===== src/rtl/twobit_seq_core.sv =====
// twobit_seq_core: two-cycle (FETCH/EXEC) instruction sequencer that reads a
// 4-entry x 2-bit instruction memory. It runs INC/JNO/HLT on an unsigned
// accumulator that has an overflow flag.
// Optional feature macro: INSTR_COUNT_EN adds a saturating 16-bit count of
// executed instructions on port instr_count.
module twobit_seq_core #(
  parameter int         ACC_WIDTH  = 4,
  parameter logic [1:0] JNO_TARGET = 2'd0
) (
  input  logic                 clk,
  input  logic                 reset,
  input  logic                 start,
  output logic [1:0]           mem_sel,
  input  logic [1:0]           mem_data,
  output logic                 busy,
  output logic                 done,
  output logic                 err,
  output logic [ACC_WIDTH-1:0] acc,
`ifdef INSTR_COUNT_EN
  output logic [15:0]          instr_count,
`endif
  output logic                 ovf
);

  typedef enum logic [1:0] {
    S_IDLE  = 2'd0,
    S_FETCH = 2'd1,
    S_EXEC  = 2'd2,
    S_HALT  = 2'd3
  } state_t;

  localparam logic [1:0] OP_INC = 2'b00;
  localparam logic [1:0] OP_JNO = 2'b01;
  localparam logic [1:0] OP_HLT = 2'b10;

  state_t               state_q, state_d;
  logic [1:0]           pc_q, pc_d;
  logic [1:0]           instr_q, instr_d;
  logic [ACC_WIDTH-1:0] acc_q, acc_d;
  logic                 ovf_q, ovf_d;
  logic                 err_q, err_d;
  logic [ACC_WIDTH:0]   acc_sum;

  // Increment with a carry bit; the carry becomes the new overflow flag.
  assign acc_sum = {1'b0, acc_q} + {{ACC_WIDTH{1'b0}}, 1'b1};

  // State and datapath registers, async reset to the idle/cleared state.
  always_ff @(posedge clk or posedge reset) begin
    if (reset) begin
      state_q <= S_IDLE;
      pc_q    <= 2'd0;
      instr_q <= 2'd0;
      acc_q   <= '0;
      ovf_q   <= 1'b0;
      err_q   <= 1'b0;
    end else begin
      state_q <= state_d;
      pc_q    <= pc_d;
      instr_q <= instr_d;
      acc_q   <= acc_d;
      ovf_q   <= ovf_d;
      err_q   <= err_d;
    end
  end

  // Next-state and datapath decode; everything holds unless changed below.
  always_comb begin
    state_d = state_q;
    pc_d    = pc_q;
    instr_d = instr_q;
    acc_d   = acc_q;
    ovf_d   = ovf_q;
    err_d   = err_q;
    case (state_q)
      S_IDLE, S_HALT: begin
        // start is only honoured while not busy; a restart clears results.
        if (start) begin
          pc_d    = 2'd0;
          acc_d   = '0;
          ovf_d   = 1'b0;
          err_d   = 1'b0;
          state_d = S_FETCH;
        end
      end
      S_FETCH: begin
        instr_d = mem_data;
        state_d = S_EXEC;
      end
      S_EXEC: begin
        case (instr_q)
          OP_INC: begin
            acc_d   = acc_sum[ACC_WIDTH-1:0];
            ovf_d   = acc_sum[ACC_WIDTH];
            pc_d    = pc_q + 2'd1;
            state_d = S_FETCH;
          end
          OP_JNO: begin
            pc_d    = ovf_q ? (pc_q + 2'd1) : JNO_TARGET;
            state_d = S_FETCH;
          end
          OP_HLT: begin
            state_d = S_HALT;
          end
          default: begin
            // Reserved opcode: stop and flag the error.
            err_d   = 1'b1;
            state_d = S_HALT;
          end
        endcase
      end
      default: state_d = S_IDLE;
    endcase
  end

`ifdef INSTR_COUNT_EN
  logic [15:0] cnt_q, cnt_d;

  // Saturating instruction counter, cleared on an accepted start.
  always_comb begin
    cnt_d = cnt_q;
    if ((state_q == S_IDLE || state_q == S_HALT) && start) begin
      cnt_d = 16'd0;
    end else if (state_q == S_EXEC && cnt_q != 16'hFFFF) begin
      cnt_d = cnt_q + 16'd1;
    end
  end

  // Counter register.
  always_ff @(posedge clk or posedge reset) begin
    if (reset) cnt_q <= 16'd0;
    else       cnt_q <= cnt_d;
  end

  assign instr_count = cnt_q;
`endif

  // Memory address comes straight from the registered PC.
  assign mem_sel = pc_q;
  assign busy    = (state_q == S_FETCH) || (state_q == S_EXEC);
  assign done    = (state_q == S_HALT);
  assign err     = err_q;
  assign acc     = acc_q;
  assign ovf     = ovf_q;

endmodule


===== config.mk =====
export PLATFORM = sky130hd
export DESIGN_NAME = twobit_seq_core
export DESIGN_NICKNAME = d
export VERILOG_FILES = /design/src/rtl/twobit_seq_core.sv
export SDC_FILE = /design/constraint.sdc
export NUM_CORES = 1
export LEC_CHECK = 0
export CORE_ASPECT_RATIO = 1.1
export CORE_MARGIN = 3
export CORE_UTILIZATION = 30
export DETAILED_ROUTE_END_ITERATION = 10
export PLACE_DENSITY = 0.49
export SETUP_SLACK_MARGIN = 0.02
export SLEW_MARGIN = 30
export SYNTH_ARGS = -nofsm -noshare
export SYNTH_HDL_FRONTEND = slang
export SYNTH_SLANG_ARGS = --single-unit

===== constraint.sdc =====
create_clock -name clk -period 4.7 [get_ports clk]
set_input_delay 0.94 -clock clk [delete_from_list [all_inputs] [get_ports clk]]
set_output_delay 0.94 -clock clk [all_outputs]
set_load 0.05 [all_outputs]

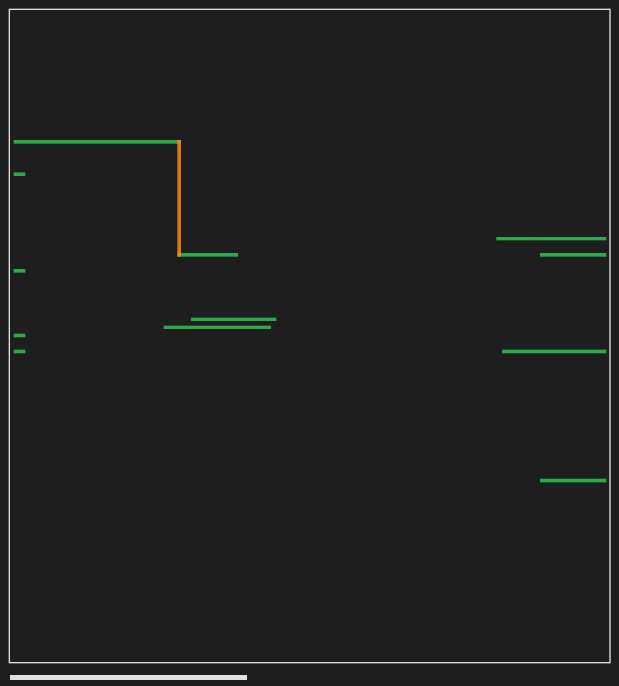
Figure 1: run 1, metal layers overlaid.
Bar = 20 um. Only two layers are drawn.
legend:
  M4:
    colour: orange
    wire_length: 9.50 um
  M3:
    colour: green
    wire_length: 65.1 um
WL final: 1450 um
drt wl/cell: 13.18 um
GRT Total Usage: 12.62%
vias: 545

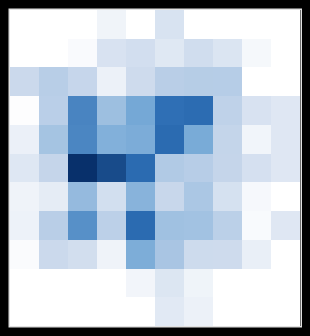
Figure 2: run 1, wire density map.
10 x 11 tiles, from white (low) to dark blue (high), scaled to the fullest tile. Values are wire area over tile area, all layers added.
densest ninth of the die: centre
nearly empty tiles: 28%
fullest tile: 0.39

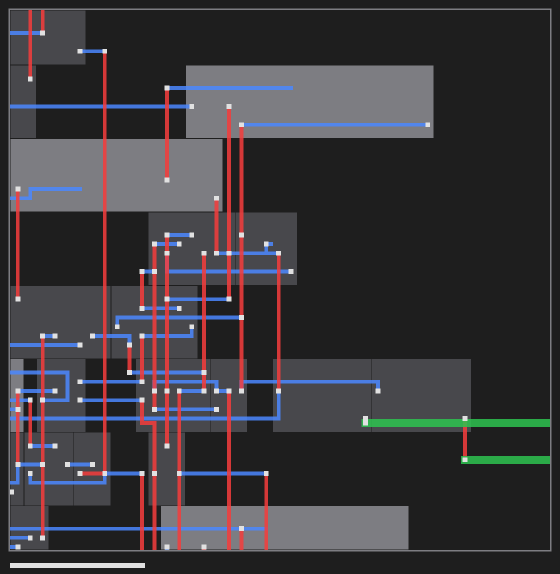
Figure 3: run 1, close-up of the layout.
Bar = 5 um. Region (28, 31) to (48, 51) um. Cells in grey, sequential cells in the stronger grey; small squares are vias.
legend:
  M3:
    colour: green
  M1:
    colour: blue
  M2:
    colour: red
netlist names of flops here include: mem_sel (2), instr_q (1)
most frequent: clkdlybuf4s50_1 (3), dfrtp_1 (3)
cells with their middle in the window: 17
sequential cells in the window: 3

==> results.txt, run 1 <==
Outcome: finished clean
Num rows: 17
Mean Syn Cell Area: 10.07 um^2
Tmin final: 2934 ps
Cell type with the largest total area: dfrtp_1
RD Place Congestion: 0.7480
Post-CTS setup buffers: 0
Maximum clock path buffer count: 2
Flop-to-flop setup slack: 2750 ps
Max FFs per register: 4
Filler cells: 226
Footprint of the multi-input gates: 319.1 um^2
VDD IR max: 0.2565 mV
Net Sw Power: 0.2601 mW
Final Core Density: 42.16%
WL met3: 65 um
Top layer in use: met4
First-pass GRT wire length: 2573 um
Clk latency late pin: 270 ps
Final WS setup: 1766 ps
Area fraction in compound gates: 20.65%
Hold path startpoint: mem_sel[1]
Vias in the first global route: 574
Cts hold-fix bufs: 0
CP startpoint: state_q[0]
Overall Power: 0.5487 mW
Crit Path Class: reg -> out
Reg power frac: 30.1%
Dpl cell area: 824.5 um^2
Slew HR: 56.74%
Warning count from the yosys run: 0
PwrDens: 637.4 nW/um^2
==> run 1: synthesized netlist by cell type <==
cell	n
buf_2	1
nand2b_1	1
mux2_2	2
o2bb2ai_1	1
nand3_1	1
mux2i_1	2
a31oi_1	1
a21boi_1	1
inv_1	8
o22ai_1	1
a41oi_1	1
nor2b_1	1
o311ai_0	1
nand4_1	1
or4_1	1
o31ai_1	2
nand3b_1	2
dfrtp_1	12
nand2_1	3
o21a_1	1
ha_1	5
a21oi_1	3
a211oi_1	1
nor2_1	2
or2_2	1
or2b_1	1
o21ai_0	7
o41ai_1	1
==> run 1: final cells by class <==
class | instances | area share, %
multi-input cells | 44 | 37.06
inverters | 8 | 3.488
repair buffers | 14 | 16.28
flip-flops and latches | 12 | 34.88
well taps | 28 | 4.070
clock buffers | 4 | 4.215
==> run 2, diff against run 1 <==
==> constraint.sdc (replaced) <==
create_clock -name clk -period 2.8 [get_ports clk]
set_input_delay 0.56 -clock clk [delete_from_list [all_inputs] [get_ports clk]]
set_output_delay 0.56 -clock clk [all_outputs]
set_load 0.05 [all_outputs]
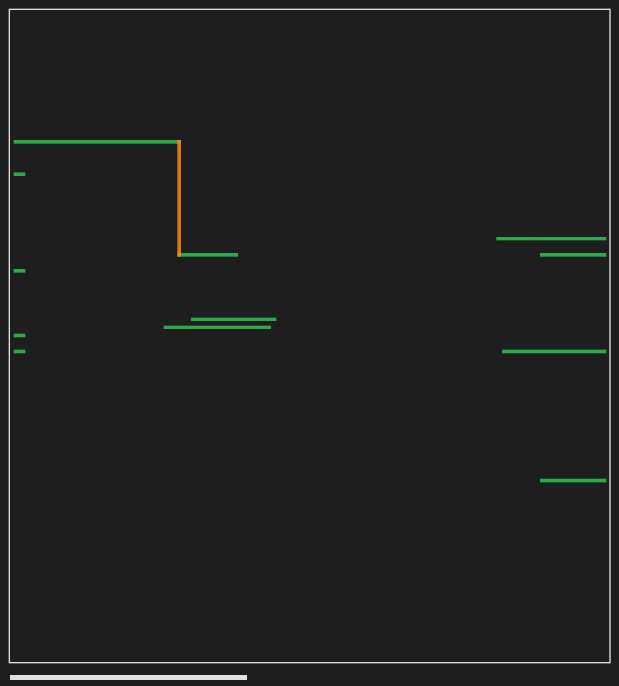
Figure 4: run 2, metal layers overlaid.
Bar = 20 um. Only two layers are drawn.
legend:
  M4:
    colour: orange
    wire_length: 9.50 um
  M3:
    colour: green
    wire_length: 65.1 um

==> run 2 against run 1 <==
Effect of this change: sequential cell count unchanged; largest cell class unchanged; largest power group unchanged; synthesized area did not move; die area did not move; synthesized cell count is the same; total power rose by 68%.
==> results.txt, run 2 <==
Outcome: finished clean
Cts hold-fix bufs: 0
Slew HR: 56.74%
GRT Total Usage: 12.62%
Clk latency late pin: 270 ps
Count leader, synth: dfrtp_1
Num rows: 17
First-pass GRT wire length: 2573 um
Tmin final: 2554 ps
CP startpoint: state_q[0]
Warning count from the yosys run: 0
N_taps: 28
Largest class: combinational gates
NonClk Buf Share: 16.28%
Cell type with the largest total area: dfrtp_1
Crit Path Class: reg -> out
Layout clock buffer count: 4
Drt wl/cell: 13.18 um
RD Place Congestion: 0.7480
Max FFs per register: 4
Filler cells: 226
Combinational Gates: 44
Footprint of the multi-input gates: 319.1 um^2
Fraction of registers with async set or reset after synthesis: 100.0%
## run 2: cell counts in the layout (fill, tap and decap cells not counted)
Identical to the previous run, type by type.
## run 2: critical path, cell delays in order, from the launching register on
cell,delay (ps)
dfrtp_1,420
inv_1,60
ha_1,370
inv_1,80
clkdlybuf4s50_1,790
## run 2: metrics by stage
| step | instance area (um^2) | power, mW | instances | setup slack, ps | util [%] |
|---|---|---|---|---|---|
| finish | 860.8 | 0.9210 | 110 | 246.0 | 42.16 |
| global route | 860.8 | 0.9963 | 110 | 139.0 | 42.16 |
| CTS | 860.8 | 0.9297 | 110 | 217.9 | 42.16 |
| detailed placement | 824.5 | 0.7824 | 106 | 529.5 | 40.38 |
| global placement | 824.5 | 0.7811 | 106 | 560.5 | 40.38 |
| floorplan | 654.4 | 0.6392 | 65 | 1121 | - |
Power and IR drop assume default switching activity.
